File: src/rtl/cdc_fifo_pkg.sv
// ============================================================================
// Module  : cdc_fifo_pkg
// Brief   : Shared pointer-width and Gray helpers for both CDC FIFO pointer sides
// Revision: 1.0 - initial release
// ============================================================================
`default_nettype none

package cdc_fifo_pkg;

  localparam int PTR_W_MAX = 32;

  function automatic int ptr_w(input int addr_width);
    return addr_width + 1;
  endfunction

  function automatic logic [PTR_W_MAX-1:0] bin2gray(input logic [PTR_W_MAX-1:0] bin);
    return bin ^ (bin >> 1);
  endfunction

  // Full when the pointers differ only in the two MSBs (writer one lap ahead).
  function automatic logic full_cmp(input logic [PTR_W_MAX-1:0] wgray,
                                    input logic [PTR_W_MAX-1:0] rgray,
                                    input int                   width);
    logic [PTR_W_MAX-1:0] mask;
    logic [PTR_W_MAX-1:0] flip;
    mask = {PTR_W_MAX{1'b1}} >> (PTR_W_MAX - width);
    flip = PTR_W_MAX'(3) << (width - 2);
    return ((wgray ^ rgray ^ flip) & mask) == '0;
  endfunction

endpackage

`default_nettype wire

File: src/rtl/fifo_wptr_full_if.sv
// ============================================================================
// Module  : fifo_wptr_full_if
// Brief   : Write-side pointer bus between the FIFO writer and fifo_wptr_full
// Revision: 1.0 - initial release
// ============================================================================
`default_nettype none

interface fifo_wptr_full_if
  import cdc_fifo_pkg::*;
#(
  parameter int ADDR_WIDTH = 4
) ();

  localparam int P = ptr_w(ADDR_WIDTH);

  logic                  push_i;
  logic                  wen_o;
  logic [ADDR_WIDTH-1:0] waddr_o;
  logic [P-1:0]          wptr_gray_o;
  logic [P-1:0]          rptr_gray_i;
  logic                  full_o;
  logic [P-1:0]          level_o;
  logic                  overflow_o;

  modport master (
    output push_i, rptr_gray_i,
    input  wen_o, waddr_o, wptr_gray_o, full_o, level_o, overflow_o
  );

  modport slave (
    input  push_i, rptr_gray_i,
    output wen_o, waddr_o, wptr_gray_o, full_o, level_o, overflow_o
  );

endinterface

`default_nettype wire

File: src/rtl/gray_2_bin.sv
// ============================================================================
// Module  : gray_2_bin
// Brief   : Combinational Gray-to-binary converter
// Revision: 1.0 - initial release
// ============================================================================
`default_nettype none

module gray_2_bin #(
  parameter int WIDTH = 5
) (
  input  logic [WIDTH-1:0] gray_i,
  output logic [WIDTH-1:0] bin_o
);

  for (genvar i = 0; i < WIDTH; i++) begin : g_bit
    assign bin_o[i] = ^gray_i[WIDTH-1:i];
  end

endmodule

`default_nettype wire

File: src/rtl/gray_sync.sv
// ============================================================================
// Module  : gray_sync
// Brief   : Multi-flop synchronizer for a Gray-coded pointer, async reset to 0
// Revision: 1.0 - initial release
// ============================================================================
`default_nettype none

module gray_sync #(
  parameter int WIDTH  = 5,
  parameter int STAGES = 2
) (
  input  logic             clk_i,
  input  logic             arst_ni,
  input  logic [WIDTH-1:0] d_i,
  output logic [WIDTH-1:0] q_o
);

  logic [WIDTH-1:0] r_stage [STAGES];

  always_ff @(posedge clk_i or negedge arst_ni) begin
    if (!arst_ni) begin
      for (int i = 0; i < STAGES; i++) r_stage[i] <= '0;
    end else begin
      r_stage[0] <= d_i;
      for (int i = 1; i < STAGES; i++) r_stage[i] <= r_stage[i-1];
    end
  end

  assign q_o = r_stage[STAGES-1];

endmodule

`default_nettype wire

File: src/rtl/fifo_wptr_full.sv
// ============================================================================
// Module  : fifo_wptr_full
// Brief   : Write-domain pointer, full flag, occupancy and overflow for CDC FIFO
// Revision: 1.0 - initial release
// ============================================================================
`default_nettype none

module fifo_wptr_full
  import cdc_fifo_pkg::*;
#(
  parameter int ADDR_WIDTH  = 4,
  parameter int SYNC_STAGES = 2
) (
  input  logic             clk_i,
  input  logic             arst_ni,
  fifo_wptr_full_if.slave  bus
);

  localparam int P = ptr_w(ADDR_WIDTH);

  logic [P-1:0] r_wbin;
  logic [P-1:0] r_wgray;
  logic [P-1:0] r_level;
  logic         r_full;
  logic         r_ovf;

  logic         w_wen;
  logic [P-1:0] w_wbin_next;
  logic [P-1:0] w_wgray_next;
  logic [P-1:0] w_rq;
  logic [P-1:0] w_rbin;
  logic         w_full_next;

  assign w_wen        = bus.push_i & ~r_full;
  assign w_wbin_next  = r_wbin + P'(w_wen);
  assign w_wgray_next = P'(bin2gray(PTR_W_MAX'(w_wbin_next)));
  assign w_full_next  = full_cmp(PTR_W_MAX'(w_wgray_next), PTR_W_MAX'(w_rq), P);

  gray_sync #(
    .WIDTH  (P),
    .STAGES (SYNC_STAGES)
  ) u_rptr_sync (
    .clk_i   (clk_i),
    .arst_ni (arst_ni),
    .d_i     (bus.rptr_gray_i),
    .q_o     (w_rq)
  );

  gray_2_bin #(
    .WIDTH (P)
  ) u_rptr_g2b (
    .gray_i (w_rq),
    .bin_o  (w_rbin)
  );

  // The synchronized read pointer can only lag, so level/full err on the full side.
  always_ff @(posedge clk_i or negedge arst_ni) begin
    if (!arst_ni) begin
      r_wbin  <= '0;
      r_wgray <= '0;
      r_level <= '0;
      r_full  <= 1'b0;
      r_ovf   <= 1'b0;
    end else begin
      r_wbin  <= w_wbin_next;
      r_wgray <= w_wgray_next;
      r_level <= w_wbin_next - w_rbin;
      r_full  <= w_full_next;
      r_ovf   <= bus.push_i & r_full;
    end
  end

  assign bus.wen_o       = w_wen;
  assign bus.waddr_o     = r_wbin[ADDR_WIDTH-1:0];
  assign bus.wptr_gray_o = r_wgray;
  assign bus.full_o      = r_full;
  assign bus.level_o     = r_level;
  assign bus.overflow_o  = r_ovf;

endmodule

`default_nettype wire

File: src/flat_wrapper.sv
// flat-port wrapper written by rule: the top's interface ports become plain ports
module fifo_wptr_full_flat import cdc_fifo_pkg::*;
#(
  parameter int ADDR_WIDTH  = 4,
  parameter int SYNC_STAGES = 2
)
  (clk_i, arst_ni, bus_push_i, bus_rptr_gray_i, bus_wen_o, bus_waddr_o, bus_wptr_gray_o, bus_full_o, bus_level_o, bus_overflow_o);
  fifo_wptr_full_if #(.ADDR_WIDTH(ADDR_WIDTH)) bus_i ();
  input  logic clk_i;
  input  logic arst_ni;
  input wire logic [$bits(bus_i.push_i)-1:0] bus_push_i;
  input wire logic [$bits(bus_i.rptr_gray_i)-1:0] bus_rptr_gray_i;
  output wire logic [$bits(bus_i.wen_o)-1:0] bus_wen_o;
  output wire logic [$bits(bus_i.waddr_o)-1:0] bus_waddr_o;
  output wire logic [$bits(bus_i.wptr_gray_o)-1:0] bus_wptr_gray_o;
  output wire logic [$bits(bus_i.full_o)-1:0] bus_full_o;
  output wire logic [$bits(bus_i.level_o)-1:0] bus_level_o;
  output wire logic [$bits(bus_i.overflow_o)-1:0] bus_overflow_o;
  assign bus_i.push_i = bus_push_i;
  assign bus_i.rptr_gray_i = bus_rptr_gray_i;
  assign bus_wen_o = bus_i.wen_o;
  assign bus_waddr_o = bus_i.waddr_o;
  assign bus_wptr_gray_o = bus_i.wptr_gray_o;
  assign bus_full_o = bus_i.full_o;
  assign bus_level_o = bus_i.level_o;
  assign bus_overflow_o = bus_i.overflow_o;
  fifo_wptr_full #(.ADDR_WIDTH(ADDR_WIDTH), .SYNC_STAGES(SYNC_STAGES)) u_core (.clk_i(clk_i), .arst_ni(arst_ni), .bus(bus_i));
endmodule
File: config.mk
export PLATFORM = sky130hd
export DESIGN_NAME = fifo_wptr_full_flat
export DESIGN_NICKNAME = d
export VERILOG_FILES = /design/src/rtl/cdc_fifo_pkg.sv /design/src/rtl/fifo_wptr_full_if.sv /design/src/rtl/gray_2_bin.sv /design/src/rtl/gray_sync.sv /design/src/rtl/fifo_wptr_full.sv /design/src/flat_wrapper.sv
export SDC_FILE = /design/constraint.sdc
export NUM_CORES = 1
export LEC_CHECK = 0
export ABC_AREA = 0
export CAP_MARGIN = 20
export CORE_UTILIZATION = 42
export DETAILED_ROUTE_END_ITERATION = 12
export HOLD_SLACK_MARGIN = 0.03
export PLACE_DENSITY = 0.76
export SYNTH_ARGS = -nofsm -noshare
export SYNTH_HDL_FRONTEND = slang
export SYNTH_SLANG_ARGS = --single-unit
File: constraint.sdc
create_clock -name clk_i -period 2.62 [get_ports clk_i]
set_input_delay 0.786 -clock clk_i [delete_from_list [all_inputs] [get_ports clk_i]]
set_output_delay 0.786 -clock clk_i [all_outputs]
set_load 0.005 [all_outputs]
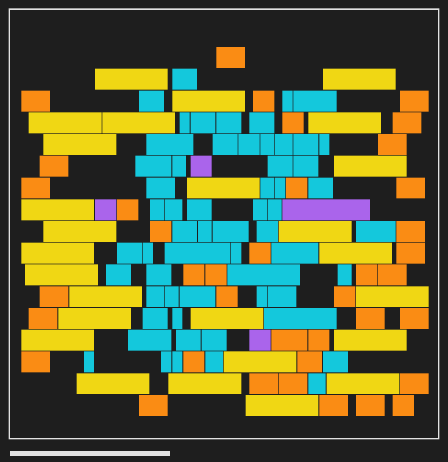
**Above:** run 1 (placement by cell class).
The bar under the picture is 20 um long.
purple -> clock drivers and dummy loads  # cells 4, share of their area 3.4%
yellow -> flops  # cells 26, share of their area 42%
orange -> other buffers and delay cells  # cells 38, share of their area 22%
cyan -> combinational and other logic  # cells 59, share of their area 33%

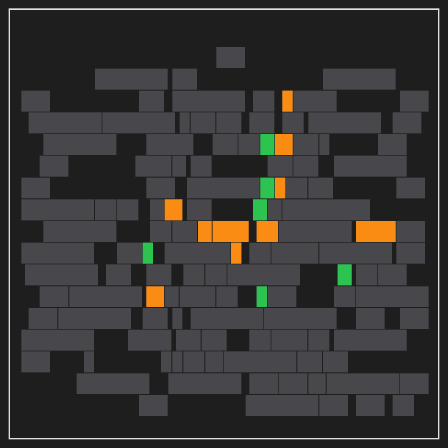
**Above:** run 1 (selected gate families).
orange -> NOR gates  # cells 10, most used nor2_1, where center
green -> NAND gates  # cells 6, most used nand3_1, where center
logic share of the area: 0.3032
Final Non-Filler Cells: 157
most numerous logic cell after layout: dfrtp_1

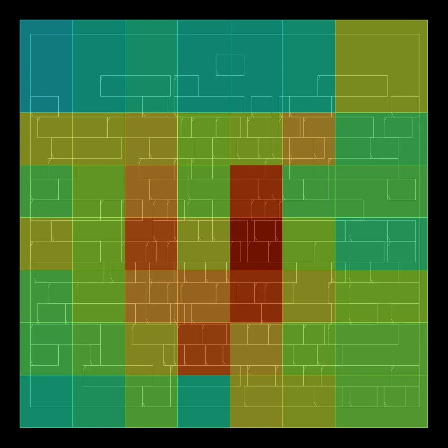
**Above:** run 1 (congestion heat map).
All-Layer GR Usage: 0.1692
grt peak-use layer: met2
met1 Use GR: 0.1942
Final Util: 0.6371

==> impl_metrics.json, run 1 <==
{
  "outcome": "complete, no violations",
  "grt_first_pass_wirelength_mm": 3.318,
  "reg2regPathDepth": 11,
  "cpMaxStageDelayCell": "dfrtp_1",
  "slowest_delay_ns": 0.44,
  "diodes": 0,
  "via_per_inst": 4.732,
  "root_buffer": "clkbuf_4",
  "dieArea_um2": 2868,
  "drive_gt1_frac": 0.2362,
  "setup_viol": 0,
  "routed_wl_mm": 1.938,
  "syn_inst": 86,
  "regArea_um2": 650.6,
  "synth_cell_types": 23,
  "drc": 0,
  "whs_path_depth": 0,
  "cts_tree": "yes",
  "detail_route.first_pass.iterations": 4,
  "worstHoldPathType": "reg2reg",
  "drv_cap": 0,
  "taps": 30,
  "total_power_mw": 2.128,
  "wl_per_cell_um": 12.34,
  "logic_area_um2": 483.0,
  "cpMostUsedCell": "xnor2_1",
  "chipWidth_um": 53.55,
  "initCoreUtil": 0.4464,
  "fp_nets": 100,
  "tns_ns": 0,
  "end_kind": "flop",
  "ys_cells": 86,
  "fin_crit_sh": 0.9107,
  "fin_crit_ns": 2.386,
  "place_congestion": 0.7769,
  "cts_buffer_depth": 2,
  "path_clk_slew_ns": 0.14,
  "worstPathArrival_ns": 2.65,
  "ys_ff": 26,
  "path_buffers": 1,
  "antenna_found_initial": 0,
  "crit_type": "reg2reg",
  "r2r-end": "u_core.bus.level_o[4]",
  "core_area_um2": 2500,
  "finClkSkew_ns": 0.006817,
  "drv_slew": 0,
  "postLayoutCellArea_um2": 1593,
  "finalHoldViolations": 0
}
## run 1: Yosys cell counts
cell type / instances / area share
and3_1: 1 / 0.0056
a221oi_2: 1 / 0.013
and2_1: 1 / 0.0056
dfrtp_1: 26 / 0.58
o21ai_0: 1 / 0.0045
xnor2_1: 13 / 0.10
nor2b_1: 3 / 0.017
fa_1: 1 / 0.018
a21bo_2: 1 / 0.0090
nand2_1: 2 / 0.0067
buf_4: 1 / 0.0067
xor2_1: 7 / 0.055
nor3_1: 1 / 0.0045
nor3b_1: 1 / 0.0067
nand3_1: 4 / 0.018
inv_1: 6 / 0.020
a21oi_1: 3 / 0.013
xor2_2: 1 / 0.015
o211ai_1: 1 / 0.0067
nor2_1: 4 / 0.013
maj3_1: 1 / 0.0090
ha_1: 5 / 0.056
nor4_2: 1 / 0.011
## run 1: routing by layer
metal,GRT usage,share of wire,wire length [um]
met1,0.1942,0.42,812
met2,0.2938,0.53,1033
met3,0.05085,0.040,77
met4,0.06579,0.0077,15
met5,0,0,0
## run 1: power breakdown
part,leakage (nW),switching [mW],internal (mW)
Combinational,0.367,0.503,0.708
Sequential,0.308,0.104,0.542
Clock,0.0279,0.116,0.155
## run 1: worst register-to-register path, delay by kind of cell, from the launching register on
kind	cells	cell delay, ns
buf+inv	1	0.04
xor+xnor	5	0.91
simple gates	1	0.13
flops	1	0.44
fa+ha+maj	2	0.55
compound gates	2	0.25
## run 1: flip-flops by register name (all words and copies together), names as in the netlist
signal                      flops
u_core.bus.full_o               1
u_core.r_wbin                   5
u_core.bus.overflow_o           1
u_core.u_rptr_sync.q_o          5
u_core.u_rptr_sync.r_stage      5
u_core.bus.level_o              5
u_core.bus.wptr_gray_o          4
## run 1: timing repair
action	4_1_cts	5_1_grt
endpoints found under the setup margin	4	2
setup buffers	0	2
resized	5	8
pin swaps	2	4
## run 1: how the worst max path moves through the flow
stage,from,to,slack [ns],cells after the start
global route,u_core.u_rptr_sync.q_o[4],u_core.bus.level_o[4],-0.01,11
detailed placement,bus_push_i,u_core.bus.level_o[4],-0.45,9
global placement,bus_push_i,u_core.bus.level_o[4],-0.37,9
CTS,bus_push_i,u_core.bus.level_o[4],0.03,11
floorplan,bus_push_i,u_core.bus.level_o[4],0.07,8
finish,u_core.u_rptr_sync.q_o[4],u_core.bus.level_o[4],0.23,11
## run 1: stage by stage
| step | utilization | worst slack, ns | std cells |
|---|---|---|---|
| 6_report | 0.6371 | 0.2341 | 157 |
| 5_1_grt | 0.6371 | -0.01016 | 157 |
| 4_1_cts | 0.6201 | 0.03176 | 155 |
| 3_5_place_dp | 0.5906 | -0.4498 | 151 |
| 3_3_place_gp | 0.5906 | -0.3721 | 151 |
| 2_1_floorplan | - | 0.06974 | 86 |
## run 1: logic make-up after synthesis
kind of cell / share of synthesized area
AND-OR/OR-AND: 0.04708
AND/OR/NAND/NOR: 0.08857
flip-flops: 0.5830
buffers and inverters: 0.02691
XOR/XNOR: 0.1715
adder cells (fa/ha/maj): 0.08296
**Run 1: register map, names as in the netlist**

The bar under the picture is 20 um long. Other sequential cells in the stronger gray, the rest of the logic in the fainter gray.
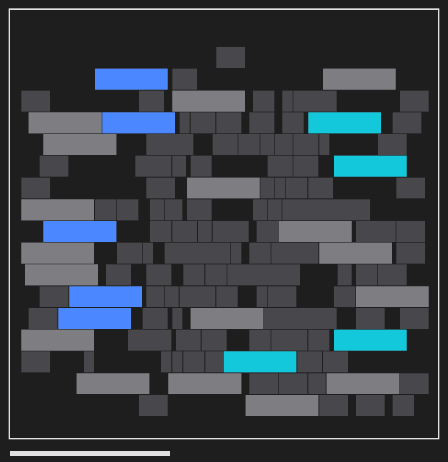

==> run 2, diff against run 1 <==
--- a/config.mk
+++ b/config.mk
@@ -7,6 +7,7 @@
 export LEC_CHECK = 0
 export ABC_AREA = 0
 export CAP_MARGIN = 20
+export CORE_MARGIN = 3
 export CORE_UTILIZATION = 42
 export DETAILED_ROUTE_END_ITERATION = 12
 export HOLD_SLACK_MARGIN = 0.03
==> constraint.sdc (replaced) <==
create_clock -name clk_i -period 2.7 [get_ports clk_i]
set_input_delay 0.81 -clock clk_i [delete_from_list [all_inputs] [get_ports clk_i]]
set_output_delay 0.81 -clock clk_i [all_outputs]
set_load 0.005 [all_outputs]
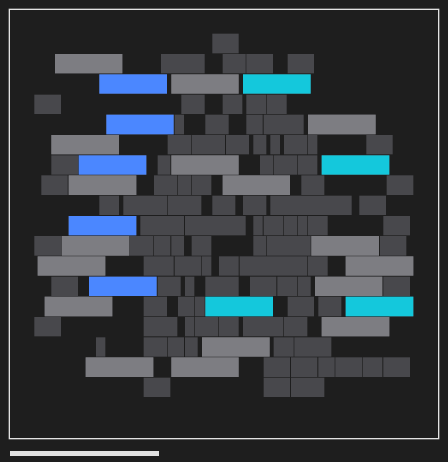
**Above:** run 2 (register map, names as in the netlist).
The bar under the picture is 20 um long. Other sequential cells in the stronger gray, the rest of the logic in the fainter gray.
cyan -> u_core.bus.wptr_gray_o  # flops 4
blue -> u_core.u_rptr_sync.q_o  # flops 5
seq pwr: 0.625 mW
Seq/total area: 0.4137

==> run 2 against run 1 <==
Worst hold slack gained 0.0020 ns. Maximum frequency decreased by 3.9%. Via count is 1.7% lower.
==> impl_metrics.json, run 2 <==
{
  "grt_usage": 0.1371,
  "root_buffer": "clkbuf_4",
  "end_kind": "flop",
  "mux_area_frac": 0,
  "highest_layer": "met4",
  "detail_route.first_pass.iterations": 4,
  "simple_gate_area_frac": 0.08857,
  "ys_ff": 26,
  "setup_viol": 0,
  "fin_util": 0.6291,
  "synth.area.top_cells": "dfrtp_1, xnor2_1, ha_1",
  "ys_cells": 86,
  "grt_first_pass_wirelength_mm": 3.436,
  "finClkSkew_ns": 0.002095,
  "synth_cell_types": 23,
  "async_flop_share": 1.000,
  "worstHoldPathType": "reg2reg",
  "crit_type": "reg2reg",
  "logic_area_um2": 493.0,
  "wl_per_cell_um": 12.77,
  "place_congestion": 0.7514,
  "adder_share": 0.08296,
  "worst_slack_ns": 0.2171,
  "outcome": "complete, no violations",
  "yosys.area_share.xor_xnor": 0.1715,
  "netlist.area_leader.share": 0.5830,
  "path_clk_slew_ns": 0.13,
  "worstPathArrival_ns": 2.75,
  "diodes": 0,
  "routed_wl_mm": 1.954,
  "finalHoldViolations": 0,
  "antenna_found_initial": 0,
  "cts_tree": "yes",
  "drv_cap": 0,
  "initCoreUtil": 0.4464,
  "fin_crit_sh": 0.9196,
  "regArea_um2": 650.6
}
## run 2: how the worst max path moves through the flow
stage,start,end,depth (start not counted)
after global routing,u_core.u_rptr_sync.q_o[4],u_core.bus.level_o[4],11
after floorplan,bus_push_i,u_core.bus.level_o[4],8
after CTS,u_core.u_rptr_sync.q_o[4],u_core.bus.level_o[4],11
after global placement,bus_push_i,u_core.bus.level_o[4],9
final,u_core.u_rptr_sync.q_o[4],u_core.bus.level_o[4],11
after detailed placement,bus_push_i,u_core.bus.level_o[4],9
## run 2: where the power goes
| part | switching, mW | internal (mW) |
|---|---|---|
| Clock | 0.114 | 0.150 |
| Sequential | 0.0996 | 0.526 |
| Combinational | 0.494 | 0.663 |
| Total | 0.707 | 1.34 |
## run 2: repair_timing
action,4_1_cts,5_1_grt
resized,3,10
pin swaps,0,4
setup buffers,0,1
endpoints found under the setup margin,2,4
## run 2: final cells by class
type	count	area share
Timing Repair Buffer	34	0.2013
Tap cell	30	0.02387
Multi-Input combinational cell	53	0.3134
Clock buffer	3	0.01432
Sequential cell	26	0.4137
Inverter	6	0.01432
Clock inverter	1	0.01909
## run 2: per-layer routing
metal  track usage  vias to the layer above
li1              -                      349
met1        0.1584                      349
met5             0                        -
met2        0.2339                       26
met3       0.05204                        6
met4       0.04305                        0
## run 2: logic make-up (layout without fill, tap and decap cells)
family                   count (synthesis)  after routing
flip-flops                              26             26
XOR/XNOR                                21             21
AND/OR/NAND/NOR                         18             18
adder cells (fa/ha/maj)                  7              7
AND-OR/OR-AND                            7              7
buffers and inverters                    7             44
## run 2: worst max-delay path, stage by stage (launching register included)
cell	delay, ns
dfrtp_1	0.44
xnor2_2	0.26
xnor2_2	0.15
xnor2_2	0.27
xnor2_1	0.16
ha_1	0.16
inv_1	0.07
fa_2	0.43
nor2_4	0.10
o21ai_0	0.08
a21oi_1	0.17
xnor2_1	0.13
## run 2: through the flow
| stage | cells | instance area (um2) | TNS, ns |
|---|---|---|---|
| after detailed placement | 148 | 1454 | -1.286 |
| after global placement | 148 | 1454 | -1.158 |
| final | 153 | 1573 | 0 |
| after global routing | 153 | 1573 | -0.02690 |
| after floorplan | 86 | 1116 | 0 |
| after CTS | 152 | 1513 | 0 |
**Run 2: placement by cell class**

The bar under the picture is 20 um long.
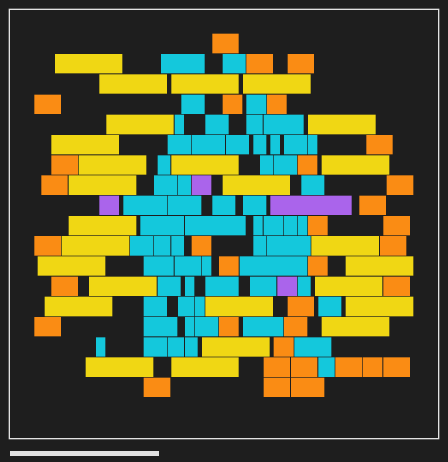

==> run 3, diff against run 2 <==
--- a/config.mk
+++ b/config.mk
@@ -5,13 +5,14 @@
 export SDC_FILE = /design/constraint.sdc
 export NUM_CORES = 1
 export LEC_CHECK = 0
-export ABC_AREA = 0
+export ABC_AREA = 1
 export CAP_MARGIN = 20
 export CORE_MARGIN = 3
 export CORE_UTILIZATION = 42
 export DETAILED_ROUTE_END_ITERATION = 12
+export GPL_ROUTABILITY_DRIVEN = 0
 export HOLD_SLACK_MARGIN = 0.03
-export PLACE_DENSITY = 0.76
+export PLACE_DENSITY = 0.74
 export SYNTH_ARGS = -nofsm -noshare
 export SYNTH_HDL_FRONTEND = slang
 export SYNTH_SLANG_ARGS = --single-unit
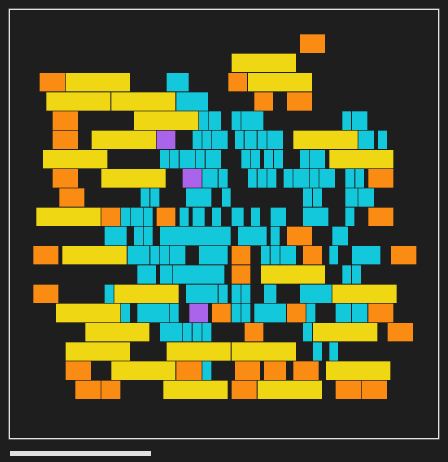
**Above:** run 3 (placement by cell class).
The bar under the picture is 20 um long.
orange -> other buffers and delay cells  # cells 35, share of their area 20%
purple -> clock drivers  # cells 3, share of their area 1.4%
cyan -> combinational and other logic  # cells 104, share of their area 37%
yellow -> flops  # cells 26, share of their area 41%
num rows: 19
final instance area: 1624 um2

==> run 3 against run 2 <==
Count of clock-buffer cells in the layout unchanged. Worst setup slack worse by 0.064 ns. Sequential power fell by 4.0%. Final cell count grew 30%. Synthesized area grew 12%. Synthesized cell count rose by 52%. Via count rose by 29%. Die area increased by 11%. Critical path type is now in2reg. Highest routed layer unchanged.
==> impl_metrics.json, run 3 <==
{
  "end_kind": "flop",
  "cts_resized": 1,
  "wl_per_cell_um": 11.57,
  "ys_area_um2": 1249,
  "outcome": "complete, no violations",
  "netlist.area_leader.share": 0.5210,
  "post-cts-setup-buffer-count": 0,
  "drt_iter0_drc": 45,
  "fin_crit_ns": 2.547,
  "tns_ns": 0,
  "p_switching_mw": 0.7065,
  "layout.nets": 184,
  "async_flop_share": 1.000,
  "internal_power_mw": 1.139,
  "edf_count": 0,
  "antenna_found_initial": 0,
  "combinationalPowerShare": 0.590,
  "grt_first_pass_wirelength_mm": 4.229,
  "crit_start": "bus_push_i",
  "worstHoldPathType": "reg2reg",
  "drv_cap": 0,
  "grt_usage": 0.1536,
  "initCoreUtil": 0.4451,
  "root_buffer": "clkbuf_4",
  "cts_buffer_depth": 2,
  "ys_cells": 131,
  "crit_type": "in2reg",
  "swShare": 0.3828,
  "diodes": 0,
  "fin_crit_sh": 0.9434,
  "cts_sinks": 26,
  "synth.area.top_cells": "dfrtp_1, nand2_1, nand2_2",
  "ys_ff": 26,
  "synth_cell_types": 18,
  "place_ws_ns": -0.2156,
  "detail_route.first_pass.iterations": 4,
  "core_area_um2": 2805,
  "worstPathArrival_ns": 2.77,
  "finalHoldViolations": 0,
  "routed_wl_mm": 2.302,
  "crit_path_max_fanout": 4,
  "pwr-share-clk": 0.085,
  "critPathLaunchType": "input pin",
  "worst_slack_ns": 0.1529,
  "cts_tree": "yes",
  "layout_top_cell": "nand2_1",
  "finClkSkew_ns": 0.003950,
  "path_clk_slew_ns": 0.13
}
run 3: worst max-delay path, stage by stage:
cell	delay, ns
clkdlybuf4s50_1	0.48
inv_1	0.04
nor2_1	0.13
ha_1	0.19
ha_1	0.29
fa_1	0.48
nand2_1	0.07
nand3b_1	0.12
nand2_1	0.06
nand2_1	0.05
nand2_1	0.04
run 3: cell families (layout without fill, tap and decap cells):
| kind of cell | after synthesis | count (layout) | synth area share |
|---|---|---|---|
| AND-OR/OR-AND | 1 | 1 | 0.004004 |
| XOR/XNOR | 6 | 6 | 0.05712 |
| adder cells (fa/ha/maj) | 6 | 6 | 0.06613 |
| buffers and inverters | 20 | 57 | 0.06312 |
| flip-flops | 26 | 26 | 0.5210 |
| AND/OR/NAND/NOR | 72 | 72 | 0.2886 |
run 3: metrics by stage:
step	instances	instance area, um2	util	hold slack (ns)	total power, mW
3_3_place_gp	196	1603	0.5714	0.3317	1.662
5_1_grt	199	1624	0.5789	0.3729	2.025
3_5_place_dp	196	1603	0.5714	0.3364	1.705
6_report	199	1624	0.5789	0.3640	1.846
4_1_cts	199	1624	0.5789	0.3666	1.871
2_1_floorplan	131	1249	-	0.3312	1.176
run 3: path summary, 6_finish.rpt:
kind	slack [ns]	cells after the start	endpoint
hold / removal	0.36	0	u_core.u_rptr_sync.q_o[4]
hold reg to reg	0.36	0	u_core.u_rptr_sync.q_o[4]
setup reg to reg	0.45	15	u_core.bus.level_o[4]
min in group asynchronous	0.84	2	u_core.bus.level_o[2]
max in group asynchronous	1.62	2	u_core.r_wbin[1]
setup / recovery	0.15	11	u_core.bus.level_o[4]
run 3: layout make-up:
class                      count  area [um2]
fill                         252        1181
sequential                    26       650.6
multi-input combinational     85       519.2
timing repair buffer          35       321.6
inverter                      19       71.32
tap                           31       38.79
clock buffer                   3       22.52
run 3: per-layer routing:
layer  vias to the layer above  global-route usage  wire length, um
met1                       453              0.1837             1002
met4                         0             0.04644               16
li1                        475                   -                -
met3                         2             0.01915               59
met5                         -                   0                0
met2                        15              0.2870             1224
run 3: power by group through the flow:
stage	Combinational (mW)	Clock (mW)	Sequential, mW
6_report	1.09	0.157	0.600
2_1_floorplan	0.579	0	0.597
5_1_grt	1.22	0.185	0.617
4_1_cts	1.10	0.166	0.602
3_3_place_gp	1.06	0	0.602
3_5_place_dp	1.10	0	0.608
No activity file was given, so power comes from the tool's default toggle rates.
